`config.mk`:
```
export PLATFORM = sky130hd
export DESIGN_NAME = sat_counter
export DESIGN_NICKNAME = d
export VERILOG_FILES = /design/src/rtl/sat_counter.sv
export SDC_FILE = /design/constraint.sdc
export NUM_CORES = 1
export LEC_CHECK = 0
export CORE_AREA = 3 3 40 42
export CTS_BUF_LIST = sky130_fd_sc_hd__clkbuf_8
export DETAILED_ROUTE_END_ITERATION = 10
export DIE_AREA = 0 0 43 45
export SLEW_MARGIN = 25
export SYNTH_ARGS = -nofsm -noshare
export SYNTH_HDL_FRONTEND = slang
export SYNTH_SLANG_ARGS = --single-unit
```
`constraint.sdc`:
```
create_clock -name clk -period 1.5 [get_ports clk]
set_clock_uncertainty 0.2 [all_clocks]
set_input_delay 0.15 -clock clk [delete_from_list [all_inputs] [get_ports clk]]
set_output_delay 0.15 -clock clk [all_outputs]
set_load 0.05 [all_outputs]
```
`src/rtl/sat_counter.sv`:
```
// Saturating up-counter with synchronous reset and synchronous clear.
module sat_counter #(
  parameter int unsigned W = 4
) (
  input  logic         clk,
  input  logic         reset,
  input  logic         clr,
  input  logic         inc,
  output logic [W-1:0] q
);

  always_ff @(posedge clk) begin
    if (reset) begin
      q <= '0;
    end else if (clr) begin
      q <= '0;
    end else if (inc && (q != '1)) begin
      q <= q + W'(1);
    end
  end

endmodule

```
**Run 1: the metal 2 layer**

Scale: 12 px per micron. Cells faint in the background.
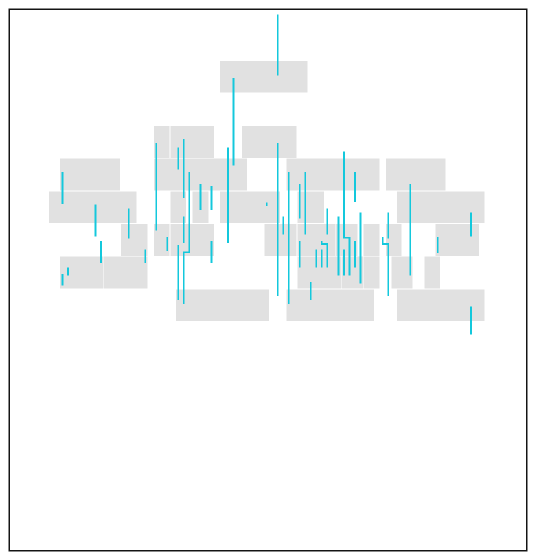
share of all routed wire: 36%
wire length on this layer: 161 microns
longest straight run: 12.6 microns
met2 layer usage reported by global route: 6.287%
total via count after detailed routing: 200
total wirelength of the detailed-routed design: 447 microns

**Run 1: supply network**

Scale: 12 px per micron. Pins as bars on the die edge.
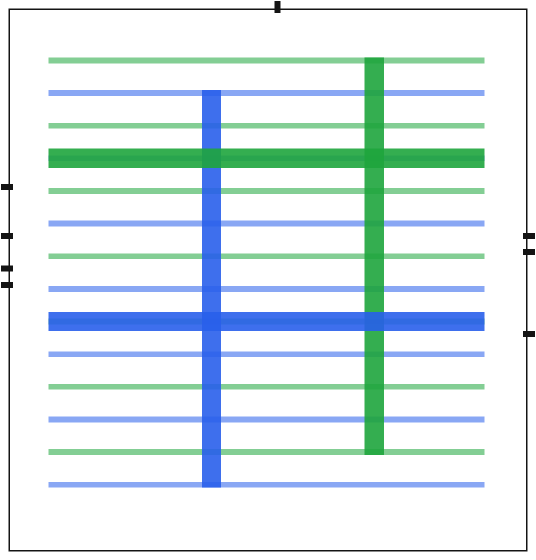
| color | net |
|---|---|
| green | VDD |
| blue | VSS |
signal pins: 8
met5 straps: 2
met4 straps: 2
maximum ir drop on the vdd rail: 0.7828 mV
floorplan core area: 1285 sq um
vertical die dimension: 45 microns
chip width: 43 microns

**Run 1: sizing map**

Scale: 6 px per micron.
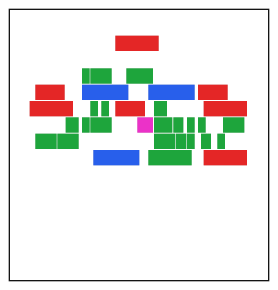
| color | size | cells | most used |
|---|---|---|---|
| green | drive 1 or less | 22 | nand2_1 |
| magenta | drive 3 to 4 | 1 | buf_4 |
| red | drive 6 and up | 7 | buf_12 |
| blue | drive 2 | 3 | dfxtp_2 |
worst setup slack after layout: 138.4 ps
final design instance area without fill: 370.4 sq um
area grow syn2layout: 96.03%
Plain + repair buffers: 8

==> impl_metrics.py, run 1 <==
# Auto-generated metrics
metrics = {
    "power": {
        "share_clk_of_total_power_pct": 60.8,
        "power.switching_uw": 76.40,
        "power_report.internal_total_uw": 299.8,
        "sw_frac_of_total_pct": 20.31,
        "p_comb_share_pct": 9.8,
        "p_per_area_nw_per_um2": 1016,
        "total_power_uw": 376.2,
    },
    "finish": {
        "top_area_cell_class": "buffers",
        "nonClockInverterCount": 1,
        "nFlopsAndLatches": 4,
        "clkCellAreaFrac_pct": 11.15,
        "nonClkBufAreaFrac_pct": 31.76,
        "fillerInstances": 135,
        "register_area_sq_um": 83.83,
        "fraction_of_final_layout_cells_sized_beyond_drive_strength_1_pct": 33.33,
        "post_layout_nonfiller_instances": 48,
        "comb_area_sq_um": 105.1,
        "antenna-diode-count": 0,
        "most_instantiated_logic_cell_after_routing": "sky130_fd_sc_hd__nand2_1",
        "multi_input_comb_cells": 17,
        "biggestRegsByFlops": "q: 4 flops",
        "sequential_fraction_of_total_cell_area_pct": 22.64,
        "clkbuf_count": 3,
    },
    "route": {
        "detail_route.drc_violations": 0,
        "drt-pass1-iter-count": 2,
        "vias_per_cell": 4.167,
        "detail_route.wl_per_cell_microns": 9.313,
        "antenna_left": 0,
    },
    "place": {
        "dpl.hpwl_microns": 339.3,
        "gpl.final_weighted_congestion": 0.6495,
        "place_inst": 45,
        "placement.setup.worst_slack_ps": 1.681,
        "place.port_buffers": 7,
        "postPlaceCellArea_sq_um": 329.1,
    },
    "setup_path": {
        "crit_cells": 4,
        "timing.critical_path.slowest_cell_delay_ps": 360,
        "gate_family_responsible_for_the_most_delay_along_the_worst_path": "AND-OR/OR-AND gates",
        "worstSetupStartpointType": "flip-flop",
        "timing.critical_path.slowest_stage_cell": "sky130_fd_sc_hd__a2111oi_0",
        "r2r.worst_path.cells": 4,
        "worst_r2r_endpoint": "q[2]",
        "crit_fanout": 4,
        "critical_setup_path_class": "flip-flop to flip-flop",
        "critical_path.cell_chain": "ha_1 > nand2_1 > nor2_1 > a2111oi_0",
    },
    "hold_path": {
        "min_path_type": "flip-flop to flip-flop",
        "hold_path_startpoint": "q[1]",
    },
    "clock_tree": {
        "post_cts.repair.setup_buffers": 0,
        "clock_latency_ps": 220,
        "clkSinkCount": 4,
        "cts.reportedPaths.clkPinSlew_ps": 30,
        "tritoncts": "yes",
        "ctsRootBufferMaster": "sky130_fd_sc_hd__clkbuf_8",
        "ctsHtreeMaxLevel": 1,
        "max-clock-path-buffers": 2,
        "cts_resized": 0,
        "cts_inserted_buffers": 3,
    },
    "logic_synthesis": {
        "synthAdderAreaFrac_pct": 6.623,
        "yosys_warnings": 0,
        "synth.top_cells.by_area": "sky130_fd_sc_hd__dfxtp_1 42%, sky130_fd_sc_hd__mux2i_1 11%, sky130_fd_sc_hd__nand2_1 9.9%, sky130_fd_sc_hd__ha_1 6.6%, sky130_fd_sc_hd__a2111oi_1 5.3%",
        "most_common_cell": "sky130_fd_sc_hd__nand2_1",
        "ys_seq_share_pct": 42.38,
        "synthDistinctLibCells": 13,
        "synth_flop_count": 4,
        "edf_count": 0,
        "mux_cell_area_share_after_synthesis_pct": 10.60,
        "synth.top_cells.by_count": "5 x sky130_fd_sc_hd__nand2_1, 4 x sky130_fd_sc_hd__dfxtp_1, 2 x sky130_fd_sc_hd__mux2i_1, 2 x sky130_fd_sc_hd__nor2_1",
        "post_synth.cell_area_avg_sq_um": 8.588,
        "synth_async_sr_flop_share_pct": 0,
        "ff_type": "sky130_fd_sc_hd__dfxtp_1",
        "yosys.area_share.xor_xnor_pct": 0,
        "netlist_instances": 22,
        "synth_top_area_share_pct": 42.38,
        "post_synth_instance_area_sq_um": 188.9,
        "synthDominantAreaCellType": "sky130_fd_sc_hd__dfxtp_1",
    },
    "run": {
        "maxCapViolCount": 0,
        "stage_log_warnings": 26,
    },
    "die": {
        "taps": 15,
        "number_of_cell_rows": 13,
        "num_io_pins": 8,
        "chipArea_sq_um": 1935,
    },
    "global_routing": {
        "grt_overflow_total": 0,
        "first_global_vias": 175,
        "grt_first_pass_wirelength_microns": 703,
        "groute.usage.overall_pct": 5.755,
    },
    "final_timing": {
        "min_period_over_period_pct": 90.77,
        "finalMaxSlewViolations": 0,
        "fmaxAchievable_mhz": 734.4,
        "report.final.hold_viol_count": 0,
        "setup_viol_count_final": 0,
        "worst-slew-pin-transition_ps": 312.6,
        "holdWs_ps": 300.3,
        "finalCriticalPeriod_ps": 1362,
    },
    "run_status": {
        "status": "finished clean",
    },
}
-- run 1: logic make-up (layout without fill, tap and decap cells) --
group                    count (synthesis)  after routing
buffers and inverters                    1             12
AND-OR/OR-AND                            3              3
flip-flops                               4              4
multiplexers                             2              2
adder cells (fa/ha/maj)                  1              1
AND/OR/NAND/NOR                         11             11
-- run 1: power groups by stage --
stage	clock network (uW)	registers [uW]	logic (uW)
after CTS	235	111	36.8
after floorplan	0	119	6.68
after global placement	0	112	36.3
after detailed placement	0	112	36.8
final	229	111	36.7
after global routing	245	111	39.5
-- run 1: routing by layer --
metal	share of wire (%)	global-route usage, %	vias to the layer above
met4	0	0	0
met1	50	7.022	88
met2	36	6.287	9
met5	0	0	-
met3	14	7.570	0
li1	-	-	103
==> run 1 -> run 2 <==
--- a/config.mk
+++ b/config.mk
@@ -9,6 +9,7 @@
 export CTS_BUF_LIST = sky130_fd_sc_hd__clkbuf_8
 export DETAILED_ROUTE_END_ITERATION = 10
 export DIE_AREA = 0 0 43 45
+export PLACE_DENSITY = 0.36
 export SLEW_MARGIN = 25
 export SYNTH_ARGS = -nofsm -noshare
 export SYNTH_HDL_FRONTEND = slang
==> impl_metrics.py, run 2 <==
# Auto-generated metrics
metrics = {
    "final_timing": {
        "setup_viol_count_final": 0,
        "report.final.hold_viol_count": 0,
        "finalCriticalPeriod_ps": 1361,
        "fin_ws_ps": 138.8,
        "fmaxAchievable_mhz": 734.6,
        "finalMaxSlewViolations": 0,
        "worst-slew-pin-transition_ps": 298.8,
        "min_period_over_period_pct": 90.75,
    },
    "logic_synthesis": {
        "synth_flop_count": 4,
        "synth_top_area_share_pct": 42.38,
        "post_synth_instance_area_sq_um": 188.9,
        "ff_type": "sky130_fd_sc_hd__dfxtp_1",
        "synth_async_sr_flop_share_pct": 0,
        "netlist_instances": 22,
        "edf_count": 0,
        "post_synth.cell_area_avg_sq_um": 8.588,
        "ys_seq_share_pct": 42.38,
        "synth.top_cells.by_area": "sky130_fd_sc_hd__dfxtp_1 42%, sky130_fd_sc_hd__mux2i_1 11%, sky130_fd_sc_hd__nand2_1 9.9%, sky130_fd_sc_hd__ha_1 6.6%, sky130_fd_sc_hd__a2111oi_1 5.3%",
    },
    "setup_path": {
        "gate_family_responsible_for_the_most_delay_along_the_worst_path": "AND-OR/OR-AND gates",
        "r2r.worst_path.cells": 4,
        "crit_cells": 4,
        "critical_path.cell_chain": "ha_1 > nand2_1 > nor2_1 > a2111oi_1",
        "timing.critical_path.slowest_cell_delay_ps": 370,
        "timing.critical_path.slowest_stage_cell": "sky130_fd_sc_hd__a2111oi_1",
        "worstSetupStartpointType": "flip-flop",
        "critical_setup_path_class": "flip-flop to flip-flop",
    },
    "place": {
        "postPlaceCellArea_sq_um": 329.1,
        "gpl.final_weighted_congestion": 0.6728,
        "place_inst": 45,
        "place.port_buffers": 7,
    },
    "route": {
        "vias_per_cell": 4.229,
        "detail_route.wl_per_cell_microns": 9.292,
        "detail_route.wirelength.met1_microns": 216,
        "drt-pass1-iter-count": 2,
        "antenna_left": 0,
        "met3_length_microns": 49,
    },
    "die": {
        "die_height_microns": 45,
        "chipArea_sq_um": 1935,
        "floorplan.core_area_sq_um": 1285,
        "number_of_cell_rows": 13,
        "num_io_pins": 8,
    },
    "global_routing": {
        "grt_overflow_total": 0,
        "globalRouteMet1Util_pct": 6.731,
        "groute.usage.overall_pct": 5.990,
        "grt_util_met3_pct": 2.789,
        "first_global_vias": 199,
    },
    "clock_tree": {
        "cts.reportedPaths.clkPinSlew_ps": 30,
        "ctsHtreeMaxLevel": 1,
        "ctsRootBufferMaster": "sky130_fd_sc_hd__clkbuf_8",
        "post_cts.repair.setup_buffers": 0,
        "tritoncts": "yes",
        "clkSinkCount": 4,
        "cts_inserted_buffers": 3,
    },
    "finish": {
        "flow.area_growth_from_synthesis_pct": 96.69,
        "fillerInstances": 137,
        "most_instantiated_logic_cell_after_routing": "sky130_fd_sc_hd__nand2_1",
        "comb_area_sq_um": 106.4,
        "biggestRegsByFlops": "q: 4 flops",
        "register_area_sq_um": 83.83,
        "post_layout_nonfiller_instances": 48,
        "antenna-diode-count": 0,
        "fraction_of_final_layout_cells_sized_beyond_drive_strength_1_pct": 33.33,
        "final_area_sq_um": 371.6,
    },
    "run_status": {
        "status": "finished clean",
    },
    "power": {
        "p_clk_uw": 226,
        "sw_frac_of_total_pct": 19.74,
        "top_power_group": "the clock network",
        "p_comb_share_pct": 9.8,
        "powerSeq_uw": 111,
        "share_clk_of_total_power_pct": 60.5,
        "p_per_area_nw_per_um2": 1004,
        "total_power_uw": 373.1,
    },
    "run": {
        "stage_log_warnings": 26,
    },
    "hold_path": {
        "hold_path_startpoint": "q[1]",
        "min_path_type": "flip-flop to flip-flop",
    },
}
==> run 2: cells by family after synthesis <==
kind of cell / synth area share [%]
fa+ha+maj: 6.621
compound gates: 12.58
buf+inv: 1.985
mux: 10.60
flops: 42.39
simple gates: 25.83
==> run 2: area by class of cell <==
| type | instances | area share (%) |
|---|---|---|
| timing repair buffer | 8 | 31.65 |
| tap | 15 | 5.051 |
| sequential | 4 | 22.56 |
| multi-input combinational | 17 | 28.62 |
| clock buffer | 3 | 11.11 |
| inverter | 1 | 1.010 |
==> run 2: metrics by stage <==
step | util, % | hold WS (ps)
floorplan | - | 25.56
global placement | 25.61 | 293.8
detailed placement | 25.61 | 297.4
CTS | 28.82 | 304.7
global route | 28.92 | 336.9
finish | 28.92 | 297.8
**Run 2: the metal 2 layer**

Scale: 12 px per micron. Cells faint in the background.
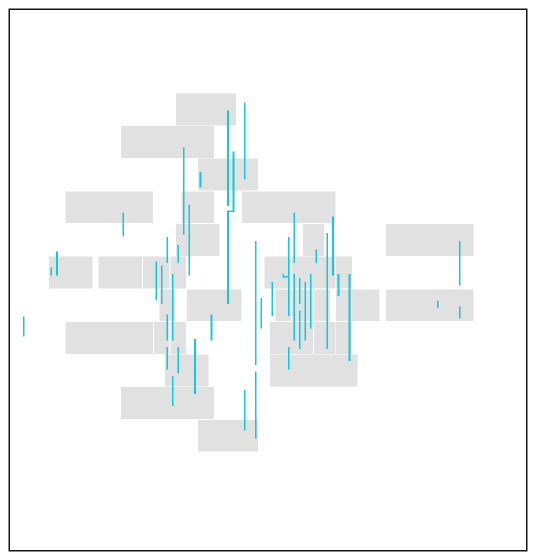
share of all routed wire: 36%
longest straight run: 10.2 microns
main direction: vertical
wire length on this layer: 162 microns
nets with wire on the layer: 34
total wirelength of the detailed-routed design: 446 microns
total via count after detailed routing: 203
met2 layer usage reported by global route: 7.485%

**Run 2: supply network**

Scale: 12 px per micron. Pins as bars on the die edge.
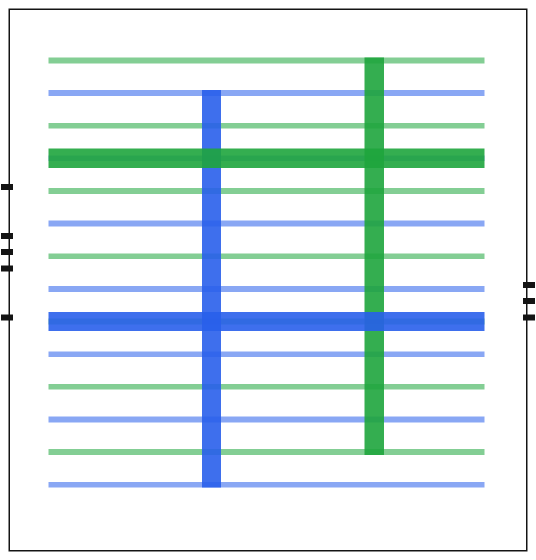
| color | net |
|---|---|
| green | VDD |
| blue | VSS |
met5 straps: 2
met4 straps: 2
met1 rails: 14
maximum ir drop on the vdd rail: 0.3391 mV

No activity file was given, so power comes from the tool's default toggle rates.
